Figure 1. Selected gate families.
(6 px per um)
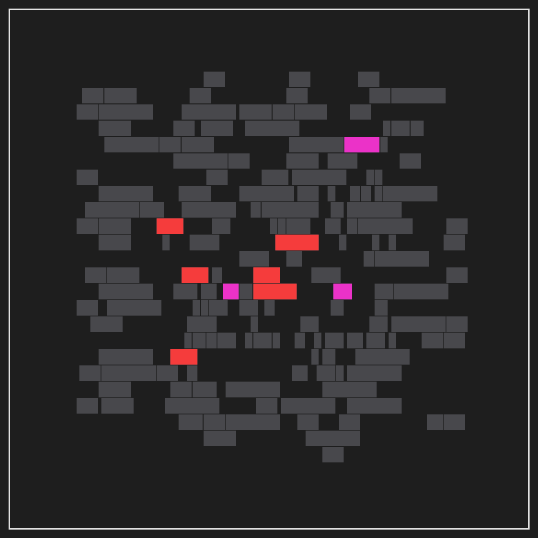
Figure 2. Drive-strength map.
(6 px per um)
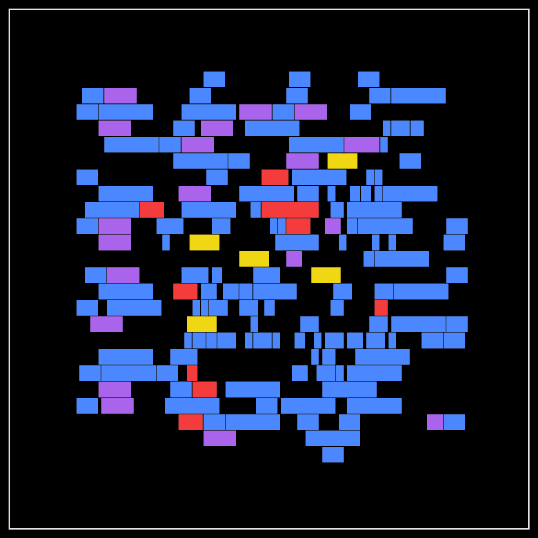
Figure 3. Placed standard cells.
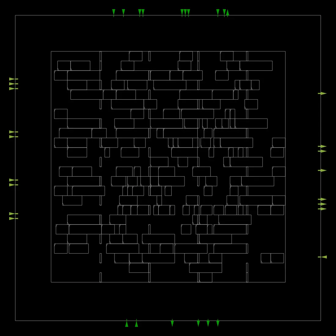
Figure 4. Pin placement.
(6 px per um) Pins as bars across the die edge, other pins in grey.
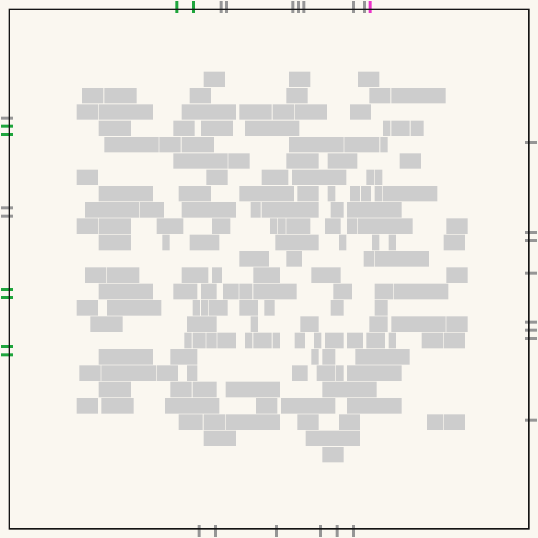
**src/rtl/sub_serial.sv**
```systemverilog
// Digit-serial subtractor: d = (x - y - b_in) mod 2^WIDTH, DIGIT bits per clock, LSB slice first.
// Latency: accept on edge T, out_valid rises after edge T+N (N = WIDTH/DIGIT); one op per N+2 cycles.
// Backpressure: result, b_out, zero (and ovf) held in DONE until out_ready; no acceptance outside IDLE.
//
// Ports:
//   clk, rst_n           rising-edge clock, asynchronous active-low reset
//   in_valid / in_ready  operand handshake (x, y, b_in sampled on accept)
//   out_valid / out_ready result handshake (d, b_out, zero, ovf)
//   d      difference (x - y - b_in) mod 2^WIDTH
//   b_out  1 iff x < y + b_in (unsigned)
//   zero   1 iff completed result is zero
//   ovf    two's-complement overflow, only when SUB_SIGNED_OVF_EN is defined
//
// Optional feature macro: SUB_SIGNED_OVF_EN (adds the ovf port and its logic).

module sub_serial #(
    parameter int WIDTH = 8,
    parameter int DIGIT = 4
) (
    input  logic             clk,
    input  logic             rst_n,
    input  logic             in_valid,
    output logic             in_ready,
    input  logic [WIDTH-1:0] x,
    input  logic [WIDTH-1:0] y,
    input  logic             b_in,
    output logic             out_valid,
    input  logic             out_ready,
    output logic [WIDTH-1:0] d,
    output logic             b_out,
    output logic             zero
`ifdef SUB_SIGNED_OVF_EN
    ,
    output logic             ovf
`endif
);

    localparam int N  = WIDTH / DIGIT;
    localparam int KW = (N > 1) ? $clog2(N) : 1;
    localparam logic [KW-1:0] K_LAST = KW'(N - 1);

    // Reject configurations where the operand does not split into whole slices.
    if ((DIGIT < 1) || (WIDTH % DIGIT != 0)) begin : g_bad_cfg
        $error("sub_serial: WIDTH must be a positive multiple of DIGIT");
    end

    typedef enum logic [1:0] {
        IDLE = 2'd0,
        RUN  = 2'd1,
        DONE = 2'd2
    } state_t;

    // Operands and result are viewed as N slices so the slice counter
    // indexes them directly.
    typedef logic [N-1:0][DIGIT-1:0] slices_t;

    state_t          state_q;
    logic [KW-1:0]   k_q;
    slices_t         x_q;
    slices_t         y_q;
    slices_t         res_q;
    logic            borrow_q;
    logic            in_ready_q;
    logic            out_valid_q;
    logic            b_out_q;
    logic            zero_q;
`ifdef SUB_SIGNED_OVF_EN
    logic            ovf_q;
    logic            ovf_d;
`endif

    logic [DIGIT:0]  diff_d;
    slices_t         res_d;

    // One slice of the subtraction on DIGIT+1 bits; the top bit of the
    // two's-complement difference is the borrow into the next slice.
    always_comb begin
        diff_d = {1'b0, x_q[k_q]} - {1'b0, y_q[k_q]} - {{DIGIT{1'b0}}, borrow_q};
        res_d  = res_q;
        res_d[k_q] = diff_d[DIGIT-1:0];
    end

`ifdef SUB_SIGNED_OVF_EN
    // Overflow when the operands differ in sign and the result sign
    // disagrees with the minuend; evaluated on the completed result.
    always_comb begin
        ovf_d = (x_q[N-1][DIGIT-1] != y_q[N-1][DIGIT-1]) &&
                (res_d[N-1][DIGIT-1] != x_q[N-1][DIGIT-1]);
    end
`endif

    always_ff @(posedge clk or negedge rst_n) begin
        if (!rst_n) begin
            state_q     <= IDLE;
            k_q         <= '0;
            x_q         <= '0;
            y_q         <= '0;
            res_q       <= '0;
            borrow_q    <= 1'b0;
            in_ready_q  <= 1'b0;
            out_valid_q <= 1'b0;
            b_out_q     <= 1'b0;
            zero_q      <= 1'b0;
`ifdef SUB_SIGNED_OVF_EN
            ovf_q       <= 1'b0;
`endif
        end else begin
            case (state_q)
                IDLE: begin
`ifdef SUB_SIGNED_OVF_EN
                    ovf_q <= 1'b0;
`endif
                    if (in_valid && in_ready_q) begin
                        x_q        <= x;
                        y_q        <= y;
                        borrow_q   <= b_in;
                        k_q        <= '0;
                        res_q      <= '0;
                        b_out_q    <= 1'b0;
                        zero_q     <= 1'b0;
                        in_ready_q <= 1'b0;
                        state_q    <= RUN;
                    end else begin
                        // Also the path that raises in_ready on the first
                        // edge after reset release.
                        in_ready_q <= 1'b1;
                    end
                end

                RUN: begin
                    res_q    <= res_d;
                    borrow_q <= diff_d[DIGIT];
                    if (k_q == K_LAST) begin
                        b_out_q     <= diff_d[DIGIT];
                        zero_q      <= (res_d == '0);
`ifdef SUB_SIGNED_OVF_EN
                        ovf_q       <= ovf_d;
`endif
                        out_valid_q <= 1'b1;
                        state_q     <= DONE;
                    end else begin
                        k_q <= k_q + KW'(1);
                    end
                end

                DONE: begin
                    // in_valid is deliberately not looked at here, so a
                    // collision with the output handshake never accepts.
                    if (out_ready) begin
                        out_valid_q <= 1'b0;
                        in_ready_q  <= 1'b1;
                        state_q     <= IDLE;
`ifdef SUB_SIGNED_OVF_EN
                        ovf_q       <= 1'b0;
`endif
                    end
                end

                default: begin
                    state_q     <= IDLE;
                    in_ready_q  <= 1'b0;
                    out_valid_q <= 1'b0;
                end
            endcase
        end
    end

    assign in_ready  = in_ready_q;
    assign out_valid = out_valid_q;
    assign d         = res_q;
    assign b_out     = b_out_q;
    assign zero      = zero_q;
`ifdef SUB_SIGNED_OVF_EN
    assign ovf       = ovf_q;
`endif

endmodule
```
**config.mk**
```make
export PLATFORM = sky130hd
export DESIGN_NAME = sub_serial
export DESIGN_NICKNAME = d
export VERILOG_FILES = /design/src/rtl/sub_serial.sv
export SDC_FILE = /design/constraint.sdc
export NUM_CORES = 1
export LEC_CHECK = 0
export CELL_PAD_IN_SITES_DETAIL_PLACEMENT = 0
export CELL_PAD_IN_SITES_GLOBAL_PLACEMENT = 1
export CORE_MARGIN = 10
export CORE_UTILIZATION = 36
export CTS_CLUSTER_SIZE = 14
export DETAILED_ROUTE_END_ITERATION = 7
export PLACE_DENSITY_LB_ADDON = 0.1
export SYNTH_ARGS = -nofsm -noshare
export SYNTH_HDL_FRONTEND = slang
export SYNTH_SLANG_ARGS = --single-unit
```
**constraint.sdc**
```tcl
create_clock -name clk -period 2.7 [get_ports clk]
set_clock_uncertainty 0.2 [all_clocks]
set_input_delay 0.54 -clock clk [delete_from_list [all_inputs] [get_ports clk]]
set_output_delay 0.54 -clock clk [all_outputs]
set_load 0.03 [all_outputs]
```
==> CHANGELOG.md <==
### Implementation results

- Dominant logic cell type in the layout: clkdlybuf4s50_1
- Reg-to-Reg Start: k_q$_DFFE_PN0P_
- Seq pwr share: 29.4%
- Worst-skew pair later-pin latency: 0.27 ns
- Measured slew at the worst slew-check pin: 0.460 ns
- Post-Syn Instances: 122
- CTS tree: built
- TNS Setup: 0 ns
- Class of the worst hold path: flop to flop
- Inverters: 5
- Pin count of the biggest net entering global routing: 33
- Net Sw Power: 1160 uW
- Number of global-route vias before repair: 1162
- Pwr/cell area: 1410 nW/um2
- Yosys Instances: 122
- Status: finished, final reports clean
- Fin. Hold Viols: 0
- Reg2reg end: zero$_DFFE_PN0P_
- Syn Area/Cell: 13.0 um2
- RSZ-0062 raised after global routing: false
- PnR Total Power: 2880 uW
Back to the opening pictures, Figure 1:
and/or cells -> magenta  # cells 3
fa/ha/maj cells -> red  # cells 6, most used ha_1, where centre

Back to the opening pictures, Figure 2:
x2 -> red  # cells 9, share 5.6%
x3 and x4 -> purple  # cells 19, share 12%
x6 and larger -> yellow  # cells 5, share 3.1%
x1 and smaller -> blue  # cells 127, share 79%
Non-CTS buffers: 35
post-route cell area: 2040 um2
area grow syn2layout: 28.7%

Back to the opening pictures, Figure 3:
final core utilization: 47.2%
n_taps: 52
sequential portion of the cell area: 39.3%

Back to the opening pictures, Figure 4:
x -> green  # pins 8, direction input, edge 6 left, 2 top
in_ready -> magenta  # pins 1, direction output, edge top
# port buffers: 32
Die H: 86.4 um
width of the die: 86.4 um

[cells by family after synthesis]
logic type | count (synthesis) | share of synthesized area, %
AOI/OAI and AO/OA | 20 | 9.16
xor gates and xnor gates | 3 | 1.66
adders and majority gates | 6 | 5.68
buffers and inverters | 9 | 3.24
DFF | 32 | 50.5
muxes | 24 | 20.3
and+or+nand+nor | 28 | 9.47
[power by group through the flow]
| stage | sequential [uW] | combinational (uW) | clock (uW) |
|---|---|---|---|
| after floorplan | 917 | 1220 | 0 |
| after global placement | 848 | 1710 | 0 |
| after detailed placement | 852 | 1720 | 0 |
| after CTS | 848 | 1720 | 348 |
| after global routing | 877 | 1880 | 373 |
| final | 846 | 1700 | 333 |
[synthesized netlist by cell type, drive strengths merged]
cell type	instances	area share [%]
o2bb2ai	1	0.55
a211oi	1	0.79
nand2b	4	1.6
a311oi	1	0.55
ha	4	3.2
a221oi	1	0.55
and3b	1	0.55
nor2b	1	0.39
o31ai	1	0.47
xnor2	3	1.7
and4bb	1	1.0
a21o	1	0.47
a21boi	1	0.47
mux2	20	18
nand4b	1	0.55
nor2	8	2.1
o21ai	4	1.3
inv	5	1.2
a22o	5	2.8
nand2	9	2.1
dfrtp	32	51
clkbuf	1	0.32
mux2i	4	2.5
buf	3	1.7
nor3	1	0.32
nor4	1	0.39
fa	2	2.5
a21oi	4	1.3
and2b	1	0.47
[stage by stage]
stage,cell area (um2),util (%),setup WS [ns],instances,hold slack (ns)
3_5_place_dp,1960,45.3,0.0660,205,0.278
4_1_cts,2040,47.1,0.0508,212,0.293
2_1_floorplan,1590,-,0.00249,122,0.0444
5_1_grt,2040,47.2,0.00389,212,0.306
6_report,2040,47.2,0.0868,212,0.285
3_3_place_gp,1960,45.3,0.109,205,0.269
[worst max-delay path: stages (launching register included)]
cell	delay, ns
dfrtp_2	0.41
mux2_2	0.35
fa_1	0.41
fa_1	0.53
nor4_1	0.30
nand4b_1	0.12
o31ai_1	0.19
[layer usage]
layer	vias to the layer above	track usage, %	share of wire, %
li1	507	-	-
met1	515	10.4	42
met2	27	15.2	50
met3	2	3.10	7.1
met4	0	3.09	0.55
met5	-	0	0
[sequential cells by signal, indices dropped and copies added, names as in the netlist]
| name | flops |
|---|---|
| d | 8 |
| zero | 1 |
| in_ready | 1 |
| state_q | 2 |
| k_q | 1 |
| out_valid | 1 |
| y_q | 8 |
| x_q | 8 |
| borrow_q | 1 |
| b_out | 1 |
[timing repair]
action	CTS	global route
endpoints found under the setup margin	0	3
gates resized	0	1
buffers inserted	0	0
[how the worst min path moves through the flow]
stage	start	end	cells past startpoint
floorplan	rst_n	b_out$_DFFE_PN0P_	0
global placement	zero$_DFFE_PN0P_	zero$_DFFE_PN0P_	2
detailed placement	zero$_DFFE_PN0P_	zero$_DFFE_PN0P_	2
CTS	zero$_DFFE_PN0P_	zero$_DFFE_PN0P_	2
global route	zero$_DFFE_PN0P_	zero$_DFFE_PN0P_	2
finish	zero$_DFFE_PN0P_	zero$_DFFE_PN0P_	2
Power is estimated from default activity; no workload was simulated.
